## config.mk

```make
export PLATFORM = sky130hd
export DESIGN_NAME = hpdl_write_sequencer
export DESIGN_NICKNAME = d
export VERILOG_FILES = /design/src/rtl/hpdl_write_sequencer.sv
export SDC_FILE = /design/constraint.sdc
export NUM_CORES = 1
export LEC_CHECK = 0
export CAP_MARGIN = 20
export CORE_ASPECT_RATIO = 0.8
export CORE_MARGIN = 5
export CORE_UTILIZATION = 53
export DETAILED_ROUTE_END_ITERATION = 12
export PLACE_DENSITY = 0.82
export SETUP_SLACK_MARGIN = 0.1
export SLEW_MARGIN = 40
export SYNTH_ARGS = -nofsm -noshare
export SYNTH_HDL_FRONTEND = slang
export SYNTH_SLANG_ARGS = --single-unit
```

## constraint.sdc

```tcl
create_clock -name i_clk -period 5.9 [get_ports i_clk]
set_input_delay 0.59 -clock i_clk [delete_from_list [all_inputs] [get_ports i_clk]]
set_output_delay 0.59 -clock i_clk [all_outputs]
set_load 0.05 [all_outputs]
```

## src/rtl/hpdl_write_sequencer.sv

```systemverilog
// Dirty-tracked shadow buffer that writes only changed glyphs to four cascaded HPDL-1414 displays.
// Optional cursor caret blink is compiled in when HPDL_CARET_EN is defined.
module hpdl_write_sequencer #(
    parameter int unsigned SETUP_CYC  = 2,
    parameter int unsigned STROBE_CYC = 4,
    parameter int unsigned HOLD_CYC   = 2,
    parameter int unsigned BLINK_CYC  = 6000000,
    parameter logic [6:0]  CARET_CHAR = 7'h5F
) (
    input  logic       i_clk,
    input  logic       i_rst_n,
    input  logic       i_wr_valid,
    output logic       o_wr_ready,
    input  logic [3:0] i_wr_addr,
    input  logic [6:0] i_wr_data,
    input  logic       i_clear,
    input  logic [3:0] i_cursor,
    output logic [6:0] o_hpdl_d,
    output logic [1:0] o_hpdl_a,
    output logic [3:0] o_hpdl_wr_n,
    output logic       o_busy
);
    typedef enum logic [1:0] {StIdle, StSetup, StStrobe, StHold} state_e;

    state_e      state_q;
    logic [6:0]  shadow_q [16];
    logic [6:0]  shadow_d [16];
    logic [15:0] dirty_q, dirty_d;
    logic [3:0]  rr_ptr_q, pos_q, last_cursor_q;
    logic [15:0] cnt_q;
    logic [6:0]  d_q;
    logic [1:0]  a_q;
    logic [3:0]  wr_n_q;
    logic        accept, sel_found, blink_tick, phase;
    logic [3:0]  sel_p;
    logic [6:0]  sel_char, wr_char;

    assign o_wr_ready  = ~i_clear;
    assign accept      = i_wr_valid & ~i_clear;
    assign o_hpdl_d    = d_q;
    assign o_hpdl_a    = a_q;
    assign o_hpdl_wr_n = wr_n_q;
    assign o_busy      = (|dirty_q) || (state_q != StIdle);

`ifdef HPDL_CARET_EN
    logic [31:0] blink_cnt_q;
    logic        phase_q;

    assign blink_tick = (blink_cnt_q == 32'(BLINK_CYC - 1));
    assign phase      = phase_q;

    always_ff @(posedge i_clk) begin
        if (!i_rst_n) begin
            blink_cnt_q <= '0;
            phase_q     <= 1'b0;
        end else if (blink_tick) begin
            blink_cnt_q <= '0;
            phase_q     <= ~phase_q;
        end else begin
            blink_cnt_q <= blink_cnt_q + 32'd1;
        end
    end
`else
    logic unused_blink;

    assign unused_blink = ^BLINK_CYC;
    assign blink_tick   = 1'b0;
    assign phase        = 1'b0;
`endif

    assign sel_char = (phase && sel_p == i_cursor) ? CARET_CHAR : shadow_q[sel_p];

    // Control codes show as blanks; lower case folds onto the upper-case glyphs.
    always_comb begin
        if (i_wr_data < 7'h20) begin
            wr_char = 7'h20;
        end else if (i_wr_data >= 7'h60) begin
            wr_char = i_wr_data - 7'h20;
        end else begin
            wr_char = i_wr_data;
        end
    end

    // Round-robin search for the first dirty position at or after rr_ptr.
    always_comb begin
        logic [3:0] idx;
        idx       = '0;
        sel_found = 1'b0;
        sel_p     = rr_ptr_q;
        for (int i = 0; i < 16; i++) begin
            idx = rr_ptr_q + 4'(i);
            if (!sel_found && dirty_q[idx]) begin
                sel_found = 1'b1;
                sel_p     = idx;
            end
        end
    end

    // Clearing the selected bit comes first so a same-cycle set wins.
    always_comb begin
        dirty_d  = dirty_q;
        shadow_d = shadow_q;
        if (state_q == StIdle && sel_found) begin
            dirty_d[sel_p] = 1'b0;
        end
        if (i_cursor != last_cursor_q) begin
            dirty_d[last_cursor_q] = 1'b1;
            dirty_d[i_cursor]      = 1'b1;
        end
        if (blink_tick) begin
            dirty_d[i_cursor] = 1'b1;
        end
        if (accept) begin
            dirty_d[i_wr_addr]  = 1'b1;
            shadow_d[i_wr_addr] = wr_char;
        end
        if (i_clear) begin
            dirty_d = '1;
            for (int i = 0; i < 16; i++) begin
                shadow_d[i] = 7'h20;
            end
        end
    end

    always_ff @(posedge i_clk) begin
        if (!i_rst_n) begin
            dirty_q       <= '1;
            last_cursor_q <= '0;
            for (int i = 0; i < 16; i++) begin
                shadow_q[i] <= 7'h20;
            end
        end else begin
            dirty_q       <= dirty_d;
            last_cursor_q <= i_cursor;
            shadow_q      <= shadow_d;
        end
    end

    always_ff @(posedge i_clk) begin
        if (!i_rst_n) begin
            state_q  <= StIdle;
            rr_ptr_q <= '0;
            pos_q    <= '0;
            cnt_q    <= '0;
            d_q      <= 7'h20;
            a_q      <= 2'b11;
            wr_n_q   <= 4'hF;
        end else begin
            unique case (state_q)
                StIdle: begin
                    if (sel_found) begin
                        pos_q   <= sel_p;
                        d_q     <= sel_char;
                        a_q     <= ~sel_p[1:0];
                        cnt_q   <= '0;
                        state_q <= StSetup;
                    end
                end
                StSetup: begin
                    if (cnt_q == 16'(SETUP_CYC - 1)) begin
                        cnt_q   <= '0;
                        wr_n_q  <= ~(4'b0001 << pos_q[3:2]);
                        state_q <= StStrobe;
                    end else begin
                        cnt_q <= cnt_q + 16'd1;
                    end
                end
                StStrobe: begin
                    if (cnt_q == 16'(STROBE_CYC - 1)) begin
                        cnt_q   <= '0;
                        wr_n_q  <= 4'hF;
                        state_q <= StHold;
                    end else begin
                        cnt_q <= cnt_q + 16'd1;
                    end
                end
                StHold: begin
                    if (cnt_q == 16'(HOLD_CYC - 1)) begin
                        cnt_q    <= '0;
                        rr_ptr_q <= pos_q + 4'd1;
                        state_q  <= StIdle;
                    end else begin
                        cnt_q <= cnt_q + 16'd1;
                    end
                end
                default: state_q <= StIdle;
            endcase
        end
    end
endmodule

```

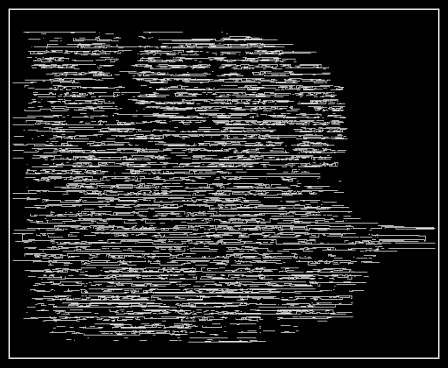
*M1 wires, run 1*
wire length on this layer = 13200 um
longest straight run = 43.7 um
share of all routed wire = 45%
main direction = horizontal

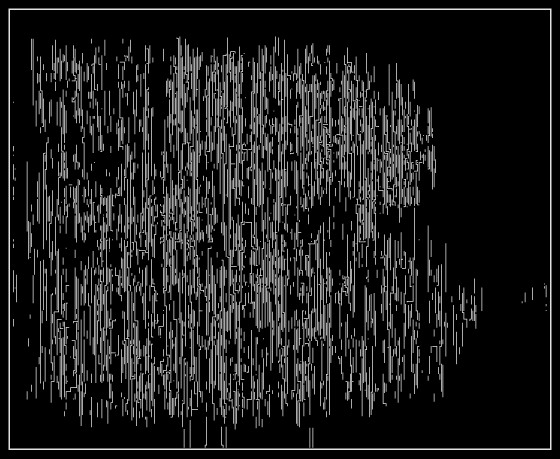
*Metal 2, run 1*
wire length on this layer = 12300 um
main direction = vertical
nets with wire on the layer = 1057
share of all routed wire = 42%
longest straight run = 45.2 um

==> deck_impl_summary.md, run 1 <==
Key Metrics from the Run

Pwr
  • Cell-internal power: a little under 2 mW
  • Clock share of power: 0.369
  • Switching share of power: 0.330

Synthesis
  • Yosys stat area: just over 0.01 mm2
  • Mapped Cells: 1293
  • Register share after synthesis: 0.331
  • Top FF cell, synth: dfxtp_1
  • Synth Area per Inst: about 8.0 um2
  • Synth Area in Simple Gates: 0.232

Setup path
  • Crit path from: rr_ptr_q[2]
  • Data required time of the critical path: approximately 6300 ps
  • Cells on worst reg2reg path: 16
  • Critical path depth: 16
  • Crit path buffers/inverters: 2

Run status
  • Outcome: complete, no violations

Placement
  • Gpl congestion: roughly 1.1
  • Hpwl dp: between 20 and 25 mm
  • IO Port Bufs: 33

Finish
  • Area-dominant class: multi-input combinational cells
  • Most numerous logic cell after layout: nor2_1
  • Clock buf/inv share: 0.0499
  • FF/Latch Area: between 0.003 and 0.004 mm2

Die
  • # Taps: between 200 and 300
  • Row cnt: about 45

Hold path
  • Hold Path Origin: shadow_q[111]

Detailed routing
  • Via/cell ratio: 6.31
  • Final ANT Viol Nets: 0
  • DR top layer: met4

Run
  • Log Warnings: 37

STA
  • Max Freq: roughly 0.18 GHz
  • Slew HR: 0.414

Global route
  • Total grt overflow: 0
  • M1 GR Usage: 0.383

Clock tree
  • Post-CTS Hold Fix Bufs: 0
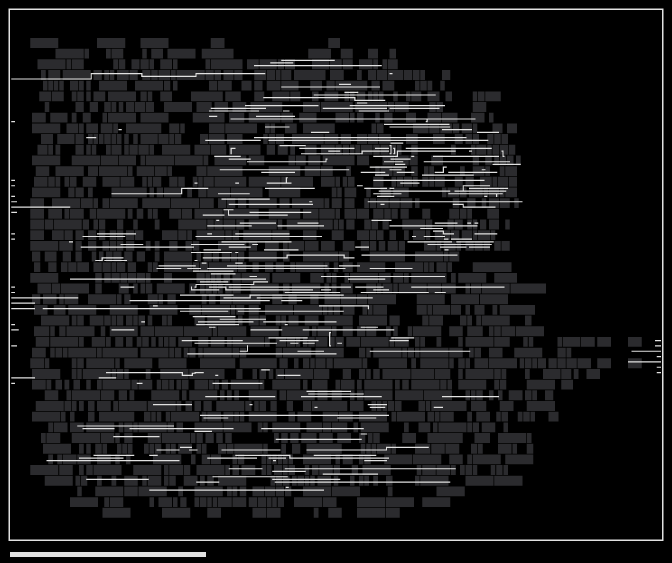
*Metal 3, run 1*
Scale bar: 50 um.
longest straight run = 62.1 um
main direction = horizontal

--- run 2 (diff from run 1) ---
--- a/config.mk
+++ b/config.mk
@@ -5,7 +5,6 @@
 export SDC_FILE = /design/constraint.sdc
 export NUM_CORES = 1
 export LEC_CHECK = 0
-export CAP_MARGIN = 20
 export CORE_ASPECT_RATIO = 0.8
 export CORE_MARGIN = 5
 export CORE_UTILIZATION = 53
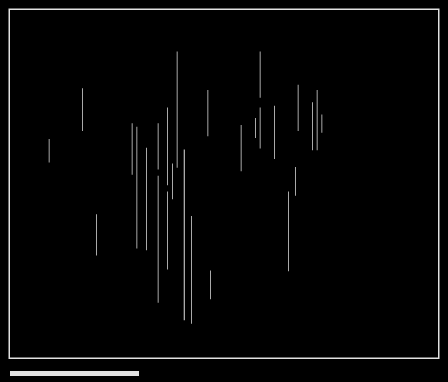
*Signal wires on met4, run 2*
Scale bar: 50 um.
nets with wire on the layer = 23
main direction = vertical

==> run 2 against run 1 <==
Net effect: maximum frequency unchanged; global-route usage did not move; via count stayed put; critical path depth is the same; register-to-register slack about the same; synthesized area unchanged; non-clock buffer count unchanged; setup slack did not move; core utilization unchanged; die area unchanged; critical endpoint unchanged; largest cell class unchanged.
==> deck_impl_summary.md, run 2 <==
Key Metrics from the Run

Run status
  • Outcome: complete, no violations

Global route
  • M1 GR Usage: 0.383

Detailed routing
  • Final ANT Viol Nets: 0

STA
  • Slew HR: 0.414
  • Max Freq: between 0.15 and 0.2 GHz

Run
  • Log Warnings: 37

Finish
  • FF/Latch Area: approximately 0.0034 mm2
  • Area-dominant class: multi-input combinational cells

Clock tree
  • Post-CTS Hold Fix Bufs: 0

Pwr
  • Clock share of power: 0.369
  • Switching share of power: 0.330
  • Cell-internal power: around 2 mW

Setup path
  • Crit path from: rr_ptr_q[2]
  • Crit path buffers/inverters: 2
  • Critical path depth: 16

Die
  • Row cnt: between 40 and 50
  • # Taps: ~260

Placement
  • Gpl congestion: about 1.1
  • IO Port Bufs: 33

Synthesis
  • Mapped Cells: between 1000 and 1500
  • Top FF cell, synth: dfxtp_1
  • Register share after synthesis: 0.331
  • Yosys stat area: approximately 0.010 mm2
Power is estimated from default activity; no workload was simulated.
